===== config.mk =====
export PLATFORM = sky130hd
export DESIGN_NAME = dadda_mul_arbiter
export DESIGN_NICKNAME = d
export VERILOG_FILES = /design/src/rtl/dadda_mul_arbiter.sv
export SDC_FILE = /design/constraint.sdc
export NUM_CORES = 1
export LEC_CHECK = 0
export CORE_MARGIN = 1
export CORE_UTILIZATION = 39
export DETAILED_ROUTE_END_ITERATION = 8
export PLACE_DENSITY = 0.88
export SLEW_MARGIN = 20
export SYNTH_ARGS = -nofsm -noshare
export SYNTH_HDL_FRONTEND = slang
export SYNTH_SLANG_ARGS = --single-unit

===== constraint.sdc =====
create_clock -name clk -period 1.7 [get_ports clk]
set_input_delay 0.17 -clock clk [delete_from_list [all_inputs] [get_ports clk]]
set_output_delay 0.17 -clock clk [all_outputs]
set_load 0.05 [all_outputs]

===== src/rtl/dadda_mul_arbiter.sv =====
// Round-robin front end that shares one combinational Dadda multiplier between two
// requesters, with registered operands/product and a tagged valid/ready response.
module dadda_mul_arbiter #(
    parameter int WIDTH = 16,
    parameter int CNT_W = 16
) (
    input  logic                 clk,
    input  logic                 rst,
    input  logic                 req0_valid,
    output logic                 req0_ready,
    input  logic [WIDTH-1:0]     req0_a,
    input  logic [WIDTH-1:0]     req0_b,
    input  logic                 req1_valid,
    output logic                 req1_ready,
    input  logic [WIDTH-1:0]     req1_a,
    input  logic [WIDTH-1:0]     req1_b,
    output logic [WIDTH-1:0]     mul_a,
    output logic [WIDTH-1:0]     mul_b,
    input  logic [2*WIDTH-1:0]   mul_p,
    output logic                 rsp_valid,
    input  logic                 rsp_ready,
    output logic                 rsp_id,
    output logic [2*WIDTH-1:0]   rsp_p,
    output logic                 busy,
    output logic [CNT_W-1:0]     ops_done
);

    typedef enum logic [1:0] {
        IDLE = 2'd0,
        MUL  = 2'd1,
        RESP = 2'd2
    } state_e;

    state_e               state_q, state_d;
    logic [WIDTH-1:0]     mul_a_q, mul_a_d;
    logic [WIDTH-1:0]     mul_b_q, mul_b_d;
    logic [2*WIDTH-1:0]   rsp_p_q, rsp_p_d;
    logic                 rsp_valid_q, rsp_valid_d;
    logic                 rsp_id_q, rsp_id_d;
    logic                 last_grant_q, last_grant_d;
    logic                 busy_q, busy_d;
    logic [CNT_W-1:0]     ops_done_q, ops_done_d;
    logic                 grant0_s, grant1_s;

    // Arbitration: a lone requester wins; on a tie the one not granted last wins.
    always_comb begin
        grant0_s = 1'b0;
        grant1_s = 1'b0;
        if (state_q == IDLE) begin
            if (req0_valid && req1_valid) begin
                if (last_grant_q) begin
                    grant0_s = 1'b1;
                end else begin
                    grant1_s = 1'b1;
                end
            end else if (req0_valid) begin
                grant0_s = 1'b1;
            end else if (req1_valid) begin
                grant1_s = 1'b1;
            end else begin
                grant0_s = 1'b0;
                grant1_s = 1'b0;
            end
        end else begin
            grant0_s = 1'b0;
            grant1_s = 1'b0;
        end
    end

    // Next-state logic for the IDLE -> MUL -> RESP sequence and all datapath registers.
    always_comb begin
        state_d      = state_q;
        mul_a_d      = mul_a_q;
        mul_b_d      = mul_b_q;
        rsp_p_d      = rsp_p_q;
        rsp_valid_d  = rsp_valid_q;
        rsp_id_d     = rsp_id_q;
        last_grant_d = last_grant_q;
        ops_done_d   = ops_done_q;
        case (state_q)
            IDLE: begin
                if (grant0_s) begin
                    mul_a_d      = req0_a;
                    mul_b_d      = req0_b;
                    rsp_id_d     = 1'b0;
                    last_grant_d = 1'b0;
                    state_d      = MUL;
                end else if (grant1_s) begin
                    mul_a_d      = req1_a;
                    mul_b_d      = req1_b;
                    rsp_id_d     = 1'b1;
                    last_grant_d = 1'b1;
                    state_d      = MUL;
                end else begin
                    state_d      = IDLE;
                end
            end
            MUL: begin
                rsp_p_d     = mul_p;
                rsp_valid_d = 1'b1;
                state_d     = RESP;
            end
            RESP: begin
                if (rsp_ready) begin
                    rsp_valid_d = 1'b0;
                    ops_done_d  = ops_done_q + CNT_W'(1);
                    state_d     = IDLE;
                end else begin
                    state_d     = RESP;
                end
            end
            default: begin
                rsp_valid_d = 1'b0;
                state_d     = IDLE;
            end
        endcase
        busy_d = (state_d != IDLE);
    end

    // State and datapath registers with synchronous reset.
    always_ff @(posedge clk) begin
        if (rst) begin
            state_q      <= IDLE;
            mul_a_q      <= {WIDTH{1'b0}};
            mul_b_q      <= {WIDTH{1'b0}};
            rsp_p_q      <= {(2*WIDTH){1'b0}};
            rsp_valid_q  <= 1'b0;
            rsp_id_q     <= 1'b0;
            last_grant_q <= 1'b1;
            busy_q       <= 1'b0;
            ops_done_q   <= {CNT_W{1'b0}};
        end else begin
            state_q      <= state_d;
            mul_a_q      <= mul_a_d;
            mul_b_q      <= mul_b_d;
            rsp_p_q      <= rsp_p_d;
            rsp_valid_q  <= rsp_valid_d;
            rsp_id_q     <= rsp_id_d;
            last_grant_q <= last_grant_d;
            busy_q       <= busy_d;
            ops_done_q   <= ops_done_d;
        end
    end

    assign req0_ready = grant0_s;
    assign req1_ready = grant1_s;
    assign mul_a      = mul_a_q;
    assign mul_b      = mul_b_q;
    assign rsp_p      = rsp_p_q;
    assign rsp_valid  = rsp_valid_q;
    assign rsp_id     = rsp_id_q;
    assign busy       = busy_q;
    assign ops_done   = ops_done_q;

endmodule


### The metal 1 layer

Scale: 6 px per micron. Supply wires on this layer in grey. Cells faint in the background.
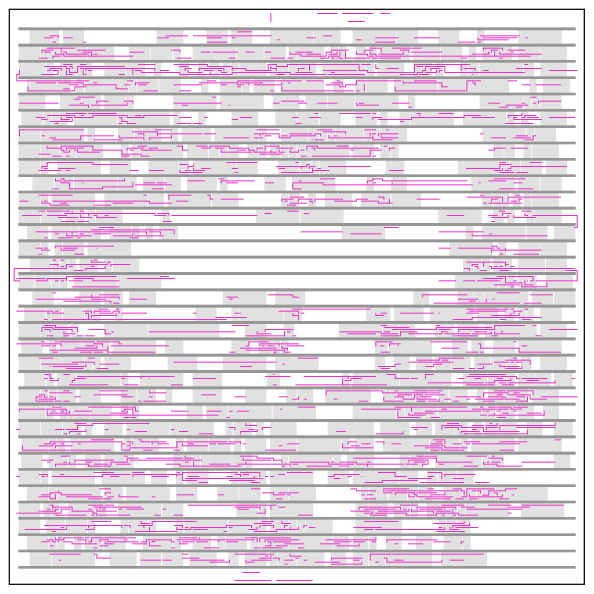
main direction: horizontal
longest straight run: 29.0 microns
wire length on this layer: 4020 microns
nets with wire on the layer: 602

### Congestion heat map

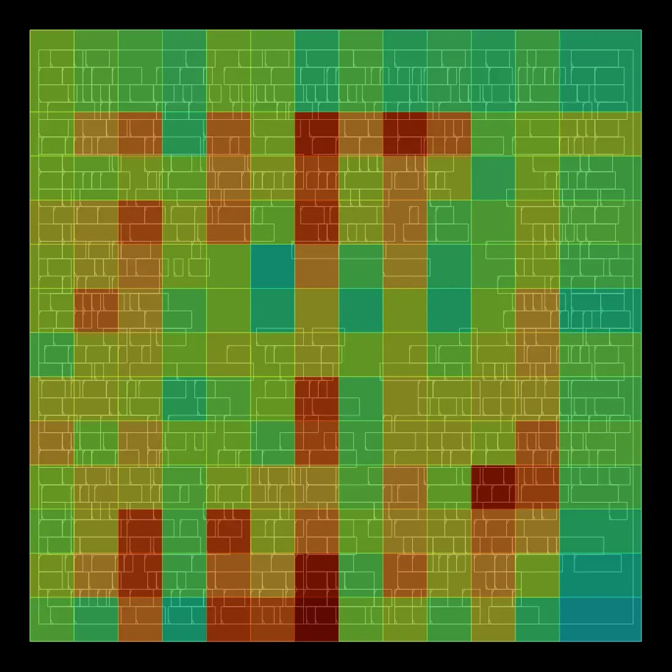
All-Layer GR Usage: 0.215
met3 layer usage reported by global route: 0.0813

### Register map, names as in the netlist

Scale: 4 px per micron. Other sequential cells in the stronger grey, the rest of the logic in the fainter grey.
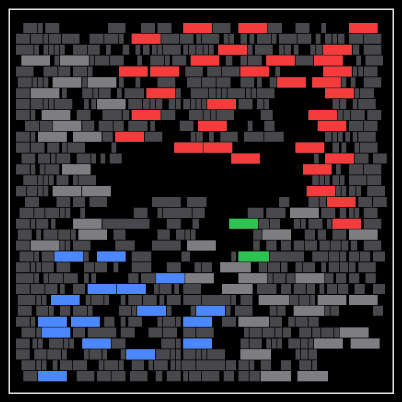
legend:
  `state_q`:
    colour: green
    placed_flops: 2
  `mul_a`:
    colour: blue
    placed_flops: 16
  `rsp_p`:
    colour: red
    placed_flops: 32
not coloured: 36

### Signal wires on met4

Scale: 4 px per micron. Supply wires on this layer in grey.
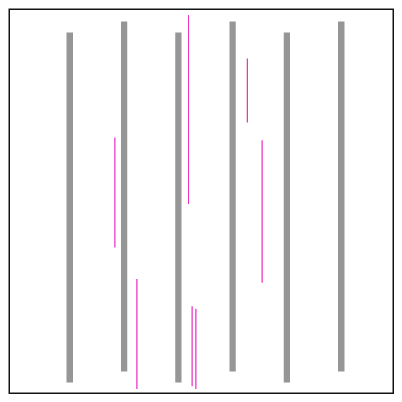
longest straight run: 46.9 microns
share of all routed wire: 1.9%
wire length on this layer: 192 microns
nets with wire on the layer: 6

### Wiring by layer

Scale: 4 px per micron. Two of the layers only.
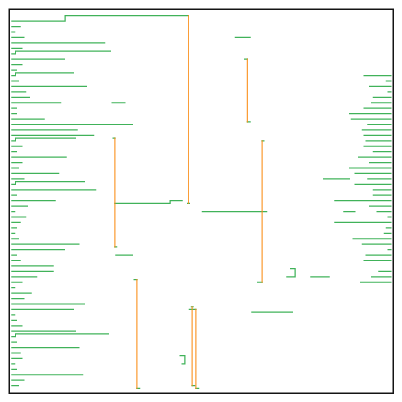
legend:
  M4:
    colour: orange
    wire_length: 192 microns
  M3:
    colour: green
    wire_length: 882 microns

==> out/results.txt <==
Outcome: finished, final reports clean
Number of detailed-route iterations in the first pass: 4
Critical path capture point type: output port
Kind of cell adding the most delay to the critical path: buffers and inverters
Mean instance size in the synthesized netlist: 8.06 sq um
Y dimension of the die: 95.6 microns
Leak: 0.00296 uW
Share of flip-flops with an asynchronous set or reset after synthesis: 0
Yosys-reported design area after synthesis: 3420 sq um
Net count after synthesis: 526
Count of input and output buffers: 185
Tally of filler cells in the layout: 633
Reg clk slew, reported paths: 90 ps
Final setup violating endpoints: 0
Post-DRT Antenna Nets: 0
Count of flip-flops with a built-in enable after synthesis: 0
Depth of the critical timing path with buffers and inverters included: 1
Worst slew slack as a fraction of its limit: 0.634
Clock tree from TritonCTS: done
Fraction of the core area occupied by cells at floorplan: 0.410
FP Rows: 33
## cells in the mapped netlist, types with 2 or more instances
library cell	number
xor2_1	5
nand2_1	134
o21a_1	2
a311oi_1	32
xnor2_1	5
nor4_1	2
dfxtp_1	86
buf_2	8
a21oi_1	39
nand4_1	6
or4_1	2
nor2_1	47
buf_1	3
and4_1	2
o31ai_1	2
and3_1	3
or3_1	2
nor3_1	3
inv_1	2
o21ai_0	3
nand3_1	3
nand2b_1	2
clkbuf_1	20
## what timing repair did
action / CTS / global route
gates resized: 8 / 48
pin swaps: 0 / 1
setup buffers: 0 / 2
setup endpoints to repair: 5 / 49
hold buffers: 0 / 0
cloned: 1 / 0
## logic make-up (layout without fill, tap and decap cells)
kind of cell             Yosys count  count (layout)  share of synthesized area
AND/OR/NAND/NOR                  211             211                      0.262
multiplexers                       1               1                    0.00293
flip-flops                        86              86                      0.504
AND-OR/OR-AND                     81              81                      0.159
XOR/XNOR                          10              10                     0.0256
buffers and inverters             34             219                     0.0425
adder cells (fa/ha/maj)            1               1                    0.00366
## how the worst min path moves through the flow
stage	to	start	cells after the start	slack, ps
floorplan	rsp_p[0]$_SDFFE_PP0P_	mul_p[0]	2	310
global placement	rsp_p[13]$_SDFFE_PP0P_	rsp_p[13]$_SDFFE_PP0P_	2	440
detailed placement	rsp_p[16]$_SDFFE_PP0P_	rsp_p[16]$_SDFFE_PP0P_	2	450
CTS	ops_done[8]$_SDFFE_PP0P_	rst	3	310
global route	ops_done[2]$_SDFFE_PP0P_	rst	3	320
finish	ops_done[2]$_SDFFE_PP0P_	rst	3	320
## metal layers
metal / global-route usage / part of all wire
met1: 0.236 / 0.39
met2: 0.369 / 0.50
met3: 0.0813 / 0.086
met4: 0.0945 / 0.019
met5: 0 / 0
## placed cells by master (no fill, tap or decap), drive strengths merged, types with 4 or more instances in the layout
cell           netlist  layout
dlymetal6s2s         0      47
buf                 12      41
clkbuf              20      12
xor2                 5       5
nor2                47      47
nand4                6       6
xnor2                5       5
nand2              135     135
clkdlybuf4s50        0     108
dfxtp               86      86
a21oi               39      39
dlygate4sd2          0       4
a311oi              32      32
## where the power goes
group,leakage [uW],total [uW],internal [uW],switching (uW)
registers,0.000710,2270,2180,87.3
clock network,0.0000848,1340,615,728
logic,0.00216,1680,663,1020
## flip-flops by register name, summed over array words and instances, names as in the netlist
name and cells:
last_grant_q 1, ops_done 16, state_q 2, rsp_id 1
busy 1, mul_a 16, rsp_p 32, mul_b 16
rsp_valid 1
## metrics by stage
step           setup TNS, ps  total power, uW  area, sq um   util
3_5_place_dp               0             3980         5380  0.645
3_3_place_gp               0             3950         5380  0.645
5_1_grt                -21.5             5540         5740  0.688
4_1_cts                    0             5350         5600  0.672
6_report                   0             5290         5740  0.688
2_1_floorplan          -44.4             3290         3430      -
## area by class of cell
| type | instances | area, sq um | share of cell area |
|---|---|---|---|
| clock inverter | 4 | 31.3 | 0.00545 |
| inverter | 2 | 7.51 | 0.00131 |
| multi-input combinational | 304 | 1560 | 0.273 |
| clock buffer | 12 | 155 | 0.0270 |
| timing repair buffer | 201 | 2120 | 0.369 |
| tap | 105 | 131 | 0.0229 |
| sequential | 86 | 1730 | 0.302 |
Power and IR drop assume default switching activity.
